### config.mk
export PLATFORM = sky130hd
export DESIGN_NAME = stream_phase_profiler_flat
export DESIGN_NICKNAME = d
export VERILOG_FILES = /design/src/rtl/stream_phase_profiler_pkg.sv /design/src/rtl/stream_phase_profiler_if.sv /design/src/rtl/stream_phase_profiler_sat_counter.sv /design/src/rtl/stream_phase_profiler.sv /design/src/flat_wrapper.sv
export SDC_FILE = /design/constraint.sdc
export NUM_CORES = 1
export LEC_CHECK = 0
export ABC_AREA = 1
export CAP_MARGIN = 40
export CORE_MARGIN = 2
export CORE_UTILIZATION = 52
export DETAILED_ROUTE_END_ITERATION = 7
export PLACE_DENSITY_LB_ADDON = 0.15
export SETUP_SLACK_MARGIN = 0.4
export SYNTH_ARGS = -nofsm -noshare
export SYNTH_HDL_FRONTEND = slang
export SYNTH_SLANG_ARGS = --single-unit
### constraint.sdc
create_clock -name clk -period 2.3 [get_ports clk]
set_input_delay 0.575 -clock clk [delete_from_list [all_inputs] [get_ports clk]]
set_output_delay 0.575 -clock clk [all_outputs]
set_load 0.005 [all_outputs]
### src/rtl/stream_phase_profiler_pkg.sv
// Shared types and constants for the stream phase profiler.
package stream_profiler_pkg;

  typedef enum logic [2:0] {
    IDLE  = 3'd0,
    WRITE = 3'd1,
    GAP   = 3'd2,
    READ  = 3'd3,
    DONE  = 3'd4
  } state_e;

  localparam logic [16:0] DEFAULT_DONE_TOKEN = 17'h10100;

endpackage

### src/rtl/stream_phase_profiler_if.sv
// Bundle of the observed write streams and read-side trigger/done flags.
interface stream_phase_profiler_if #(
  parameter int DATA_WIDTH = 17,
  parameter int NUM_WR     = 1,
  parameter int NUM_RD     = 1
);
  logic [NUM_WR-1:0][DATA_WIDTH-1:0] wr_data;
  logic [NUM_WR-1:0]                 wr_valid;
  logic [NUM_WR-1:0]                 wr_ready;
  logic                              rd_start_valid;
  logic [NUM_RD-1:0]                 rd_done;

  modport master (output wr_data, wr_valid, wr_ready, rd_start_valid, rd_done);
  modport slave  (input  wr_data, wr_valid, wr_ready, rd_start_valid, rd_done);
endinterface

### src/rtl/stream_phase_profiler_sat_counter.sv
// Up-counter that loads, increments and sticks at all-ones; sat flags a lost increment.
module sat_counter #(
  parameter int WIDTH = 32
) (
  input  logic             clk,
  input  logic             rst_n,
  input  logic             clr,
  input  logic             load,
  input  logic [WIDTH-1:0] load_val,
  input  logic             inc,
  output logic [WIDTH-1:0] count,
  output logic             sat
);

  assign sat = inc && !load && (count == '1);

  // NOTE: state is updated with non-blocking assignments so every register samples pre-edge values.
  always_ff @(posedge clk) begin
    if (!rst_n || clr) begin
      count <= '0;
    end else if (load) begin
      count <= load_val;
    end else if (inc && (count != '1)) begin
      count <= count + 1'b1;
    end
  end

endmodule

### src/rtl/stream_phase_profiler.sv
// Passive profiler timing the write phase, inter-phase gap and read phase of a buffer.
module stream_phase_profiler
  import stream_profiler_pkg::*;
#(
  parameter int DATA_WIDTH = 17,
  parameter int NUM_WR     = 1,
  parameter int NUM_RD     = 1,
  parameter int CNT_WIDTH  = 32,
  parameter int GAP_WIDTH  = 16
) (
  input  logic                  clk,
  input  logic                  rst_n,
  input  logic                  clk_en,
  input  logic                  flush,
  stream_phase_profiler_if.slave obs,
  input  logic [DATA_WIDTH-1:0] cfg_done_token,
  input  logic [GAP_WIDTH-1:0]  cfg_wait_gap,
  output logic [2:0]            state,
  output logic [CNT_WIDTH-1:0]  write_cycles,
  output logic [CNT_WIDTH-1:0]  read_cycles,
  output logic                  write_done,
  output logic                  read_done,
  output logic                  cnt_sat
);

  state_e                cur;
  logic [NUM_WR-1:0]     eos_q;
  logic [NUM_WR-1:0]     hs_done;
  logic [GAP_WIDTH-1:0]  gap_cnt;
  logic                  eos_all, rd_all, gap_zero;
  logic                  wr_load, wr_inc, wr_sat;
  logic                  rd_load, rd_inc, rd_sat;

  // NOTE: every always_comb output gets a default first so no latch is inferred.
  always_comb begin
    hs_done = '0;
    for (int i = 0; i < NUM_WR; i++) begin
      hs_done[i] = obs.wr_valid[i] && obs.wr_ready[i] && (obs.wr_data[i] == cfg_done_token);
    end
  end

  // A channel finishing this cycle counts toward closing the write phase now.
  assign eos_all  = &(eos_q | hs_done);
  assign rd_all   = &obs.rd_done;
  assign gap_zero = (gap_cnt == '0);

  assign wr_load = clk_en && (cur == IDLE) && (|obs.wr_valid);
  assign wr_inc  = clk_en && (cur == WRITE);
  assign rd_load = clk_en && (cur == GAP) && gap_zero && obs.rd_start_valid;
  assign rd_inc  = clk_en && (cur == READ) && !rd_all;

  sat_counter #(.WIDTH(CNT_WIDTH)) u_write_cnt (
    .clk      (clk),
    .rst_n    (rst_n),
    .clr      (flush),
    .load     (wr_load),
    .load_val (CNT_WIDTH'(1)),
    .inc      (wr_inc),
    .count    (write_cycles),
    .sat      (wr_sat)
  );

  sat_counter #(.WIDTH(CNT_WIDTH)) u_read_cnt (
    .clk      (clk),
    .rst_n    (rst_n),
    .clr      (flush),
    .load     (rd_load),
    .load_val (CNT_WIDTH'(1)),
    .inc      (rd_inc),
    .count    (read_cycles),
    .sat      (rd_sat)
  );

  always_ff @(posedge clk) begin
    if (!rst_n || flush) begin
      cur        <= IDLE;
      eos_q      <= '0;
      gap_cnt    <= '0;
      write_done <= 1'b0;
      read_done  <= 1'b0;
      cnt_sat    <= 1'b0;
    end else if (clk_en) begin
      cnt_sat <= cnt_sat | wr_sat | rd_sat;
      case (cur)
        IDLE: begin
          eos_q <= hs_done;
          if (|obs.wr_valid) cur <= WRITE;
        end
        WRITE: begin
          eos_q <= eos_q | hs_done;
          if (eos_all) begin
            cur        <= GAP;
            write_done <= 1'b1;
            gap_cnt    <= cfg_wait_gap;
          end
        end
        GAP: begin
          // A trigger arriving before the gap has run out is deliberately dropped.
          if (!gap_zero)                gap_cnt <= gap_cnt - 1'b1;
          else if (obs.rd_start_valid) cur     <= READ;
        end
        READ: begin
          if (rd_all) begin
            cur       <= DONE;
            read_done <= 1'b1;
          end
        end
        DONE:    cur <= DONE;
        default: cur <= IDLE;
      endcase
    end
  end

  assign state = cur;

endmodule

### src/flat_wrapper.sv
// flat-port wrapper written by rule: the top's interface ports become plain ports
module stream_phase_profiler_flat import stream_profiler_pkg::*;
#(
  parameter int DATA_WIDTH = 17,
  parameter int NUM_WR     = 1,
  parameter int NUM_RD     = 1,
  parameter int CNT_WIDTH  = 32,
  parameter int GAP_WIDTH  = 16
)
  (clk, rst_n, clk_en, flush, cfg_done_token, cfg_wait_gap, state, write_cycles, read_cycles, write_done, read_done, cnt_sat, obs_wr_data, obs_wr_valid, obs_wr_ready, obs_rd_start_valid, obs_rd_done);
  stream_phase_profiler_if #(.DATA_WIDTH(DATA_WIDTH), .NUM_WR(NUM_WR), .NUM_RD(NUM_RD)) obs_i ();
  input  logic clk;
  input  logic rst_n;
  input  logic clk_en;
  input  logic flush;
  input  logic [DATA_WIDTH-1:0] cfg_done_token;
  input  logic [GAP_WIDTH-1:0] cfg_wait_gap;
  output logic [2:0] state;
  output logic [CNT_WIDTH-1:0] write_cycles;
  output logic [CNT_WIDTH-1:0] read_cycles;
  output logic write_done;
  output logic read_done;
  output logic cnt_sat;
  input wire logic [$bits(obs_i.wr_data)-1:0] obs_wr_data;
  input wire logic [$bits(obs_i.wr_valid)-1:0] obs_wr_valid;
  input wire logic [$bits(obs_i.wr_ready)-1:0] obs_wr_ready;
  input wire logic [$bits(obs_i.rd_start_valid)-1:0] obs_rd_start_valid;
  input wire logic [$bits(obs_i.rd_done)-1:0] obs_rd_done;
  assign obs_i.wr_data = obs_wr_data;
  assign obs_i.wr_valid = obs_wr_valid;
  assign obs_i.wr_ready = obs_wr_ready;
  assign obs_i.rd_start_valid = obs_rd_start_valid;
  assign obs_i.rd_done = obs_rd_done;
  stream_phase_profiler #(.DATA_WIDTH(DATA_WIDTH), .NUM_WR(NUM_WR), .NUM_RD(NUM_RD), .CNT_WIDTH(CNT_WIDTH), .GAP_WIDTH(GAP_WIDTH)) u_core (.clk(clk), .rst_n(rst_n), .clk_en(clk_en), .flush(flush), .obs(obs_i), .cfg_done_token(cfg_done_token), .cfg_wait_gap(cfg_wait_gap), .state(state), .write_cycles(write_cycles), .read_cycles(read_cycles), .write_done(write_done), .read_done(read_done), .cnt_sat(cnt_sat));
endmodule
M1 wires:
Cells faint in the background.
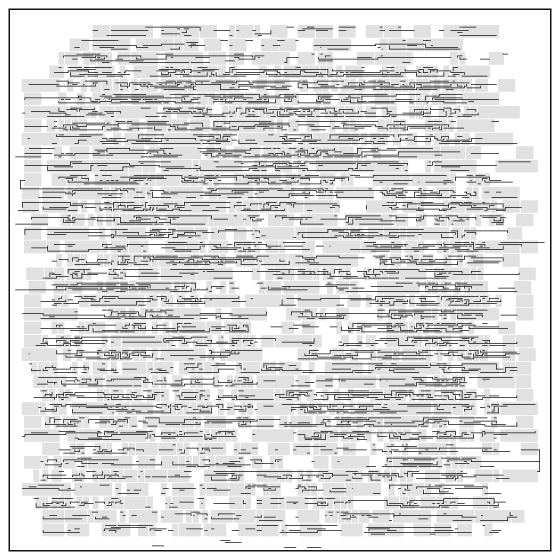
nets with wire on the layer: 1084
wire length on this layer: 7880 µm
share of all routed wire: 43%
main direction: horizontal
longest straight run: 34.5 µm
DRT Wirelength: 18500 µm
vias post-DR: 6716

M2 wires:
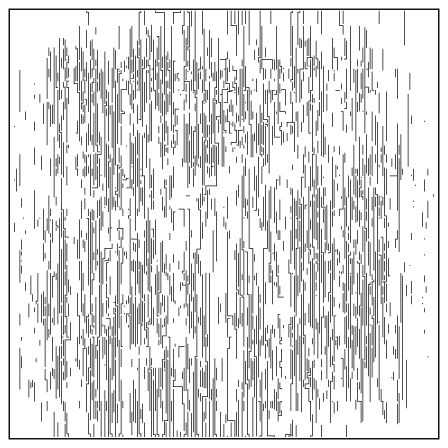
longest straight run: 37.1 µm
share of all routed wire: 48%
wire length on this layer: 8890 µm
nets with wire on the layer: 971
main direction: vertical

Met4 routing:
Cells faint in the background.
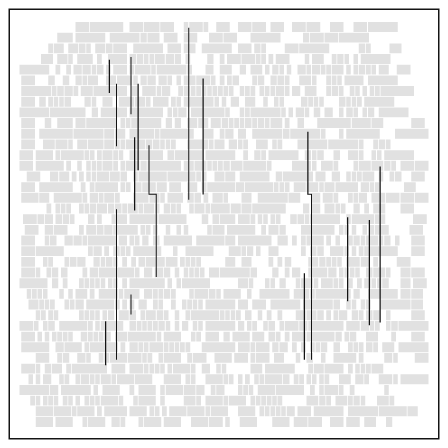
nets with wire on the layer: 13
longest straight run: 43.5 µm
share of all routed wire: 2.2%

Routing congestion:
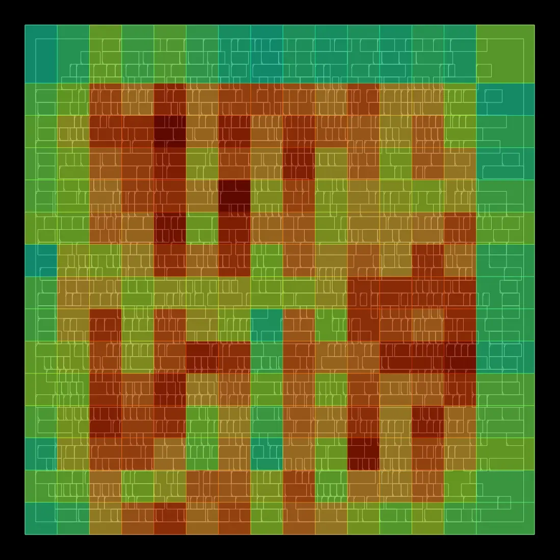
busiest grt layer: met2
global-route track usage on met1: 0.387
WL/cell: 14.6 µm
final core utilization: 0.770

==> job_summary.md <==
## Synthesis and layout report

| Metric | Value |
|---|---|
| Status | finished, final reports clean |
| Register share after synthesis | 0.304 |
| Pre-CTS WS | -102 ps |
| WL met1 | between 7000 and 8000 µm |
| Share of cells above drive strength 1 | 0.200 |
| Synth cell count leaders | nand2_1 (283), nor2_1 (151), inv_1 (115) |
| TritonRoute pass-1 iters | 5 |
| F_max | roughly 520 MHz |
| Top Ports | about 130 |
| CTS Buffer Depth | 2 |
| Uppermost layer routed | met4 |
| Hold buffers post-CTS | 0 |
| NonClk Buf Share | 0.235 |
| Max Cap Violations | 0 |
| Routed wl met2 | a little under 9000 µm |
| CTS tree | built |
| Sequential share of cell area | 0.225 |
| Comb gates | between 700 and 800 |
| Main logic family | simple AND/OR/NAND/NOR gates |
| Slew Viols, Final | 0 |
| GRT Total Usage | 0.285 |
| Fillers | roughly 800 |
| Crit path cell chain | inv_2 -> nor3_4 -> inv_2 -> or2_4 -> nor2_8 -> nand2_8 -> buf_4 -> o21bai_1 -> and3_4 |
| Vias in the first global route | between 5k and 6k |
| Crit path to | u_core.u_read_cnt.count[7] |
| PD cells | between 300 and 400 nW/µm² |
| Largest power group | registers |
| Critical path capture point type | flip-flop |
| Clk latency late pin | 380 ps |
| Iteration-0 DRC Markers | around 480 |
| Stages on the worst setup path | 9 |
| Grt ovf | 0 |
| Comb. pwr | about 0.47 mW |
| Non-CTS inverters | 124 |
| R2R Path Start | u_core.state[0] |
| Cell mode on critical path | inv_2 |
| Top cells by area | dfxtp_1 (30%), nand2_1 (19%), nor2_1 (9.9%), inv_1 (7.5%), a21oi_1 (4.2%) |
| WHS Path Cells | 2 |
| OpenROAD warnings | 29 |
| Final setup fails | 0 |
| Crit path buf inv count | 3 |
| Yosys warns | 0 |
| Logic area | roughly 3600 µm² |
Power is estimated from default activity; no workload was simulated.
